### src/rtl/wave_capture_mc_if.sv
// Capture-side bundle: codec strobe/sample, trigger controls, display idle in;
// sample-RAM write port and status out.
interface wave_capture_mc_if #(
  parameter int unsigned CHANNELS     = 2,
  parameter int unsigned IN_WIDTH     = 16,
  parameter int unsigned OUT_WIDTH    = 8,
  parameter int unsigned SAMPLES_LOG2 = 8
);
  localparam int unsigned CH_BITS = (CHANNELS > 1) ? $clog2(CHANNELS) : 1;
  localparam int unsigned AW      = 1 + CH_BITS + SAMPLES_LOG2;

  logic                          new_sample;
  logic [CHANNELS*IN_WIDTH-1:0]  sample;
  logic [CH_BITS-1:0]            trig_channel;
  logic                          trig_falling;
  logic [OUT_WIDTH-1:0]          trig_level;
  logic                          wave_display_idle;
  logic                          write_enable;
  logic [AW-1:0]                 write_address;
  logic [OUT_WIDTH-1:0]          write_sample;
  logic                          read_index;
  logic                          armed;
  logic                          overrun;

  modport master (
    output new_sample, sample, trig_channel, trig_falling, trig_level, wave_display_idle,
    input  write_enable, write_address, write_sample, read_index, armed, overrun
  );

  modport slave (
    input  new_sample, sample, trig_channel, trig_falling, trig_level, wave_display_idle,
    output write_enable, write_address, write_sample, read_index, armed, overrun
  );
endinterface

### src/rtl/wave_capture_mc.sv
// Multi-channel triggered capture into the write half of a ping-pong sample RAM.
// One accepted strobe fans out into CHANNELS sequential RAM writes.
module wave_capture_mc #(
  parameter int unsigned CHANNELS     = 2,
  parameter int unsigned IN_WIDTH     = 16,
  parameter int unsigned OUT_WIDTH    = 8,
  parameter int unsigned SAMPLES_LOG2 = 8,
  parameter int unsigned AUTO_TIMEOUT = 1024
) (
  input logic              clk,
  input logic              reset,
  wave_capture_mc_if.slave cap
);
  localparam int unsigned CH_BITS = (CHANNELS > 1) ? $clog2(CHANNELS) : 1;
  localparam int unsigned AW      = 1 + CH_BITS + SAMPLES_LOG2;
  localparam int unsigned AUTO_W  = (AUTO_TIMEOUT > 1) ? $clog2(AUTO_TIMEOUT + 1) : 1;

  localparam logic [OUT_WIDTH-1:0]    SignFlip = OUT_WIDTH'(1) << (OUT_WIDTH - 1);
  localparam logic [CH_BITS-1:0]      ChLast   = CH_BITS'(CHANNELS - 1);
  localparam logic [SAMPLES_LOG2-1:0] IdxLast  = '1;

  typedef enum logic [1:0] {StArmed, StActive, StWait} state_e;

  state_e state_q, state_d;

  logic [OUT_WIDTH-1:0]    conv_in [CHANNELS];
  logic [OUT_WIDTH-1:0]    conv_q  [CHANNELS];
  logic [OUT_WIDTH-1:0]    conv_d  [CHANNELS];
  logic [OUT_WIDTH-1:0]    prev_q, prev_d, cur;
  logic                    prev_valid_q, prev_valid_d;
  logic [AUTO_W-1:0]       auto_cnt_q, auto_cnt_d;
  logic [SAMPLES_LOG2:0]   index_q, index_d;
  logic [SAMPLES_LOG2-1:0] wr_idx_q, wr_idx_d;
  logic                    seq_active_q, seq_active_d;
  logic [CH_BITS-1:0]      ch_q, ch_d, trig_sel;
  logic                    read_index_q, read_index_d;
  logic                    we_q, we_d;
  logic [AW-1:0]           addr_q, addr_d;
  logic [OUT_WIDTH-1:0]    wsample_q, wsample_d;
  logic                    armed_q, armed_d;
  logic                    overrun_q, overrun_d;

  logic busy, full, accept, drop, edge_hit, auto_hit, trigger, start, last_issue, swap;

  // Only the top OUT_WIDTH bits of each channel are stored.
  logic [CHANNELS*IN_WIDTH-1:0] unused_sample;
  assign unused_sample = cap.sample;

  always_comb begin
    for (int unsigned c = 0; c < CHANNELS; c++) begin
      conv_in[c] = cap.sample[c*IN_WIDTH + (IN_WIDTH - OUT_WIDTH) +: OUT_WIDTH] ^ SignFlip;
    end
  end

  assign trig_sel = (32'(cap.trig_channel) < CHANNELS) ? cap.trig_channel : '0;
  assign cur      = conv_in[trig_sel];

  // Busy only while channels 1..CHANNELS-1 are still to be issued.
  assign busy       = seq_active_q && (ch_q != ChLast);
  assign full       = index_q[SAMPLES_LOG2];
  assign accept     = cap.new_sample && !busy &&
                      ((state_q == StArmed) || ((state_q == StActive) && !full));
  assign drop       = cap.new_sample && busy;
  assign edge_hit   = prev_valid_q && (cap.trig_falling ?
                      ((prev_q >= cap.trig_level) && (cur < cap.trig_level)) :
                      ((prev_q < cap.trig_level) && (cur >= cap.trig_level)));
  assign auto_hit   = (AUTO_TIMEOUT != 0) && ((32'(auto_cnt_q) + 32'd1) == AUTO_TIMEOUT);
  assign trigger    = accept && (state_q == StArmed) && (edge_hit || auto_hit);
  assign start      = trigger || (accept && (state_q == StActive));
  assign last_issue = (state_q == StActive) && seq_active_q && (ch_q == ChLast) &&
                      (wr_idx_q == IdxLast);
  assign swap       = (state_q == StWait) && cap.wave_display_idle;

  always_ff @(posedge clk) begin
    if (reset) state_q <= StArmed;
    else       state_q <= state_d;
  end

  always_comb begin
    state_d = state_q;
    case (state_q)
      StArmed:  if (trigger)    state_d = StActive;
      StActive: if (last_issue) state_d = StWait;
      StWait:   if (swap)       state_d = StArmed;
      default:                  state_d = StArmed;
    endcase
  end

  always_comb begin
    conv_d       = conv_q;
    prev_d       = prev_q;
    prev_valid_d = prev_valid_q;
    auto_cnt_d   = auto_cnt_q;
    index_d      = index_q;
    wr_idx_d     = wr_idx_q;
    seq_active_d = seq_active_q;
    ch_d         = ch_q;
    read_index_d = read_index_q;
    addr_d       = addr_q;
    wsample_d    = wsample_q;
    overrun_d    = overrun_q || drop;
    we_d         = seq_active_q;
    armed_d      = (state_d == StArmed);

    if (accept) conv_d = conv_in;
    if (accept && (state_q == StArmed)) begin
      prev_d       = cur;
      prev_valid_d = 1'b1;
      auto_cnt_d   = auto_cnt_q + 1'b1;
    end

    if (trigger) begin
      wr_idx_d = '0;
      index_d  = (SAMPLES_LOG2 + 1)'(1);
    end else if (accept && (state_q == StActive)) begin
      wr_idx_d = index_q[SAMPLES_LOG2-1:0];
      index_d  = index_q + 1'b1;
    end

    if (start) begin
      seq_active_d = 1'b1;
      ch_d         = '0;
    end else if (seq_active_q) begin
      if (ch_q == ChLast) seq_active_d = 1'b0;
      else                ch_d = ch_q + 1'b1;
    end

    if (seq_active_q) begin
      addr_d    = {~read_index_q, ch_q, wr_idx_q};
      wsample_d = conv_q[ch_q];
    end

    if (swap) begin
      read_index_d = ~read_index_q;
      prev_valid_d = 1'b0;
      auto_cnt_d   = '0;
      index_d      = '0;
    end
  end

  always_ff @(posedge clk) begin
    if (reset) begin
      for (int unsigned c = 0; c < CHANNELS; c++) conv_q[c] <= '0;
      prev_q       <= '0;
      prev_valid_q <= 1'b0;
      auto_cnt_q   <= '0;
      index_q      <= '0;
      wr_idx_q     <= '0;
      seq_active_q <= 1'b0;
      ch_q         <= '0;
      read_index_q <= 1'b0;
      we_q         <= 1'b0;
      addr_q       <= '0;
      wsample_q    <= '0;
      armed_q      <= 1'b1;
      overrun_q    <= 1'b0;
    end else begin
      conv_q       <= conv_d;
      prev_q       <= prev_d;
      prev_valid_q <= prev_valid_d;
      auto_cnt_q   <= auto_cnt_d;
      index_q      <= index_d;
      wr_idx_q     <= wr_idx_d;
      seq_active_q <= seq_active_d;
      ch_q         <= ch_d;
      read_index_q <= read_index_d;
      we_q         <= we_d;
      addr_q       <= addr_d;
      wsample_q    <= wsample_d;
      armed_q      <= armed_d;
      overrun_q    <= overrun_d;
    end
  end

  assign cap.write_enable  = we_q;
  assign cap.write_address = addr_q;
  assign cap.write_sample  = wsample_q;
  assign cap.read_index    = read_index_q;
  assign cap.armed         = armed_q;
  assign cap.overrun       = overrun_q;
endmodule

### src/flat_wrapper.sv
// flat-port wrapper written by rule: the top's interface ports become plain ports
module wave_capture_mc_flat 
#(
  parameter int unsigned CHANNELS     = 2,
  parameter int unsigned IN_WIDTH     = 16,
  parameter int unsigned OUT_WIDTH    = 8,
  parameter int unsigned SAMPLES_LOG2 = 8,
  parameter int unsigned AUTO_TIMEOUT = 1024
)
  (clk, reset, cap_new_sample, cap_sample, cap_trig_channel, cap_trig_falling, cap_trig_level, cap_wave_display_idle, cap_write_enable, cap_write_address, cap_write_sample, cap_read_index, cap_armed, cap_overrun);
  wave_capture_mc_if #(.CHANNELS(CHANNELS), .IN_WIDTH(IN_WIDTH), .OUT_WIDTH(OUT_WIDTH), .SAMPLES_LOG2(SAMPLES_LOG2)) cap_i ();
  input logic clk;
  input logic reset;
  input wire logic [$bits(cap_i.new_sample)-1:0] cap_new_sample;
  input wire logic [$bits(cap_i.sample)-1:0] cap_sample;
  input wire logic [$bits(cap_i.trig_channel)-1:0] cap_trig_channel;
  input wire logic [$bits(cap_i.trig_falling)-1:0] cap_trig_falling;
  input wire logic [$bits(cap_i.trig_level)-1:0] cap_trig_level;
  input wire logic [$bits(cap_i.wave_display_idle)-1:0] cap_wave_display_idle;
  output wire logic [$bits(cap_i.write_enable)-1:0] cap_write_enable;
  output wire logic [$bits(cap_i.write_address)-1:0] cap_write_address;
  output wire logic [$bits(cap_i.write_sample)-1:0] cap_write_sample;
  output wire logic [$bits(cap_i.read_index)-1:0] cap_read_index;
  output wire logic [$bits(cap_i.armed)-1:0] cap_armed;
  output wire logic [$bits(cap_i.overrun)-1:0] cap_overrun;
  assign cap_i.new_sample = cap_new_sample;
  assign cap_i.sample = cap_sample;
  assign cap_i.trig_channel = cap_trig_channel;
  assign cap_i.trig_falling = cap_trig_falling;
  assign cap_i.trig_level = cap_trig_level;
  assign cap_i.wave_display_idle = cap_wave_display_idle;
  assign cap_write_enable = cap_i.write_enable;
  assign cap_write_address = cap_i.write_address;
  assign cap_write_sample = cap_i.write_sample;
  assign cap_read_index = cap_i.read_index;
  assign cap_armed = cap_i.armed;
  assign cap_overrun = cap_i.overrun;
  wave_capture_mc #(.CHANNELS(CHANNELS), .IN_WIDTH(IN_WIDTH), .OUT_WIDTH(OUT_WIDTH), .SAMPLES_LOG2(SAMPLES_LOG2), .AUTO_TIMEOUT(AUTO_TIMEOUT)) u_core (.clk(clk), .reset(reset), .cap(cap_i));
endmodule
### config.mk
export PLATFORM = sky130hd
export DESIGN_NAME = wave_capture_mc_flat
export DESIGN_NICKNAME = d
export VERILOG_FILES = /design/src/rtl/wave_capture_mc_if.sv /design/src/rtl/wave_capture_mc.sv /design/src/flat_wrapper.sv
export SDC_FILE = /design/constraint.sdc
export NUM_CORES = 1
export LEC_CHECK = 0
export ABC_CLOCK_PERIOD_IN_PS = 8280
export CORE_AREA = 5 5 104 106
export CTS_BUF_LIST = sky130_fd_sc_hd__clkbuf_4 sky130_fd_sc_hd__clkbuf_8 sky130_fd_sc_hd__clkbuf_16
export DETAILED_ROUTE_END_ITERATION = 10
export DIE_AREA = 0 0 109 111
export PLACE_DENSITY_LB_ADDON = 0.3
export SYNTH_ARGS = -nofsm -noshare
export SYNTH_HDL_FRONTEND = slang
export SYNTH_SLANG_ARGS = --single-unit
### constraint.sdc
create_clock -name clk -period 8.28 [get_ports clk]
set_input_delay 1.242 -clock clk [delete_from_list [all_inputs] [get_ports clk]]
set_output_delay 1.242 -clock clk [all_outputs]
set_load 0.03 [all_outputs]
==> Changelog: implementation <==
### Implementation results

* Status: finished clean
* Comb/total area at 44.5%
* Core Util at FP at 38.9%
* Asr flop ratio synth at 0%
* Seq cells at 79
* Most instantiated logic cells after routing: dfxtp_1 (79), nor2_1 (61), mux2i_1 (51)
* Busiest layer in global routing: met2
* R2R cell count at 6
* Placed cell areas at 4300 sq um
* Worst setup path startpoint: cap_trig_channel
* CORE AREA at 9680 sq um
* Initial DRC count at 77
* Cell Type Count at 55
* Signal buffers at 52
* Sw Ratio at 25.9%
* Combinational power at 109 uW
* Crit path capture: u_core.cap.armed$_SDFF_PP1_
* Met2 Use GR at 22.6%
* Final hold violation count at 0
* Post-route ant nets at 0
* Adder share at 5.98%
* Tool warnings at 42
* Max_slew headroom at 27.8%
* Combinational gate area at 2000 sq um
* # Cells Yosys at 378
* Net switching power at 207 uW
* Boundary pin count at 68
* CTS Buffer Depth at 2
* Clock-cell share at 4.37%
* Area growth syn-to-layout at 19.4%
* Final instance area at 4490 sq um
* Post-synth EDFFs at 0
* YS chip area at 3760 sq um
* Global Route met3 Usage at 4.08%
* Pwr dens at 178 nW/um^2
* Met2 WL at 3740 microns
* Final worst slack at 4.01 ns
* Met1 Resource Use GR at 17.2%
* Sequential Power Share at 50.7%
* WL/cell at 14.1 microns
* Residual DRC at 0
* Cell Rows at 36
* Final slew viol count at 0
* Clk pwr share at 35.6%
* Mi-comb count at 267
* Synth Register Bits at 79
* Dominant register cell: dfxtp_1
* VDD IR-drop max at 0.0950 mV
* Clk root buf: clkbuf_8
* Max-cap violation count at 0
* Yosys warns at 0
* CTS-repair resized insts at 0
* Yosys xor share at 3.72%
* Pleak at 0.00169 uW
==> worst min-delay path by stage <==
stage / startpoint / endpoint / slack, ns / cells after the start
6_report: u_core.cap.overrun$_SDFF_PP0_ / u_core.cap.overrun$_SDFF_PP0_ / 0.47 / 2
5_1_grt: u_core.cap.overrun$_SDFF_PP0_ / u_core.cap.overrun$_SDFF_PP0_ / 0.51 / 2
4_1_cts: u_core.cap.overrun$_SDFF_PP0_ / u_core.cap.overrun$_SDFF_PP0_ / 0.48 / 2
3_5_place_dp: u_core.cap.overrun$_SDFF_PP0_ / u_core.cap.overrun$_SDFF_PP0_ / 0.46 / 2
3_3_place_gp: u_core.cap.overrun$_SDFF_PP0_ / u_core.cap.overrun$_SDFF_PP0_ / 0.45 / 2
2_1_floorplan: u_core.conv_q[15]$_SDFFE_PP0P_ / u_core.conv_q[15]$_SDFFE_PP0P_ / 0.45 / 2
==> registers in the layout, summed over array words and instances, names as in the netlist <==
name / flops
u_core.index_q: 9
u_core.prev_valid_q: 1
u_core.wr_idx_q: 8
u_core.ch_q: 1
u_core.cap.armed: 1
u_core.conv_q: 16
u_core.cap.write_enable: 1
u_core.auto_cnt_q: 11
u_core.cap.read_index: 1
u_core.cap.write_address: 10
u_core.seq_active_q: 1
u_core.state_q: 2
u_core.cap.overrun: 1
u_core.cap.write_sample: 8
u_core.prev_q: 8
==> critical path, stage by stage <==
cell             delay [ns]
clkdlybuf4s50_1        0.73
mux2_2                 0.42
ha_1                   0.29
nor2b_1                0.14
o211ai_2               0.12
a21oi_1                0.10
nor4b_1                0.46
o211a_1                0.79
o41ai_2                0.16
==> images/power_grid.png <==
Pins as bars on the die edge. Tap cells in grey.
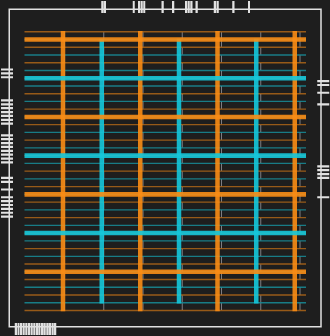
orange -> VSS
cyan -> VDD
met5 straps = 7
rows = 36

==> images/placement_by_type.png <==
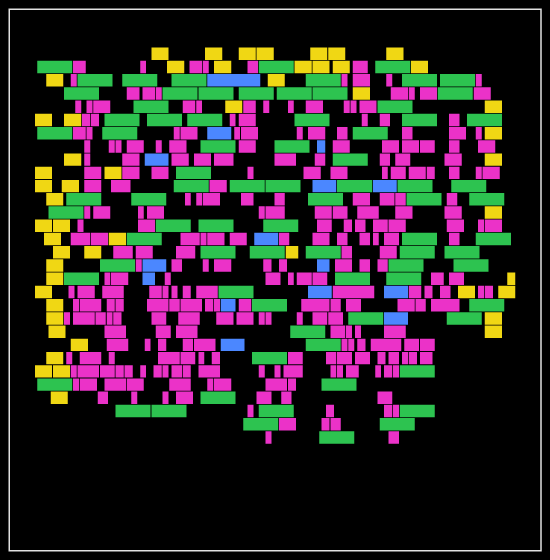
yellow -> remaining buffers and delay cells  # cells 52, share of their area 12%
green -> sequential cells  # cells 79, share of their area 37%
magenta -> combinational and other logic  # cells 277, share of their area 47%
blue -> clock drivers and dummy loads  # cells 15, share of their area 4.5%

No activity file was given, so power comes from the tool's default toggle rates.
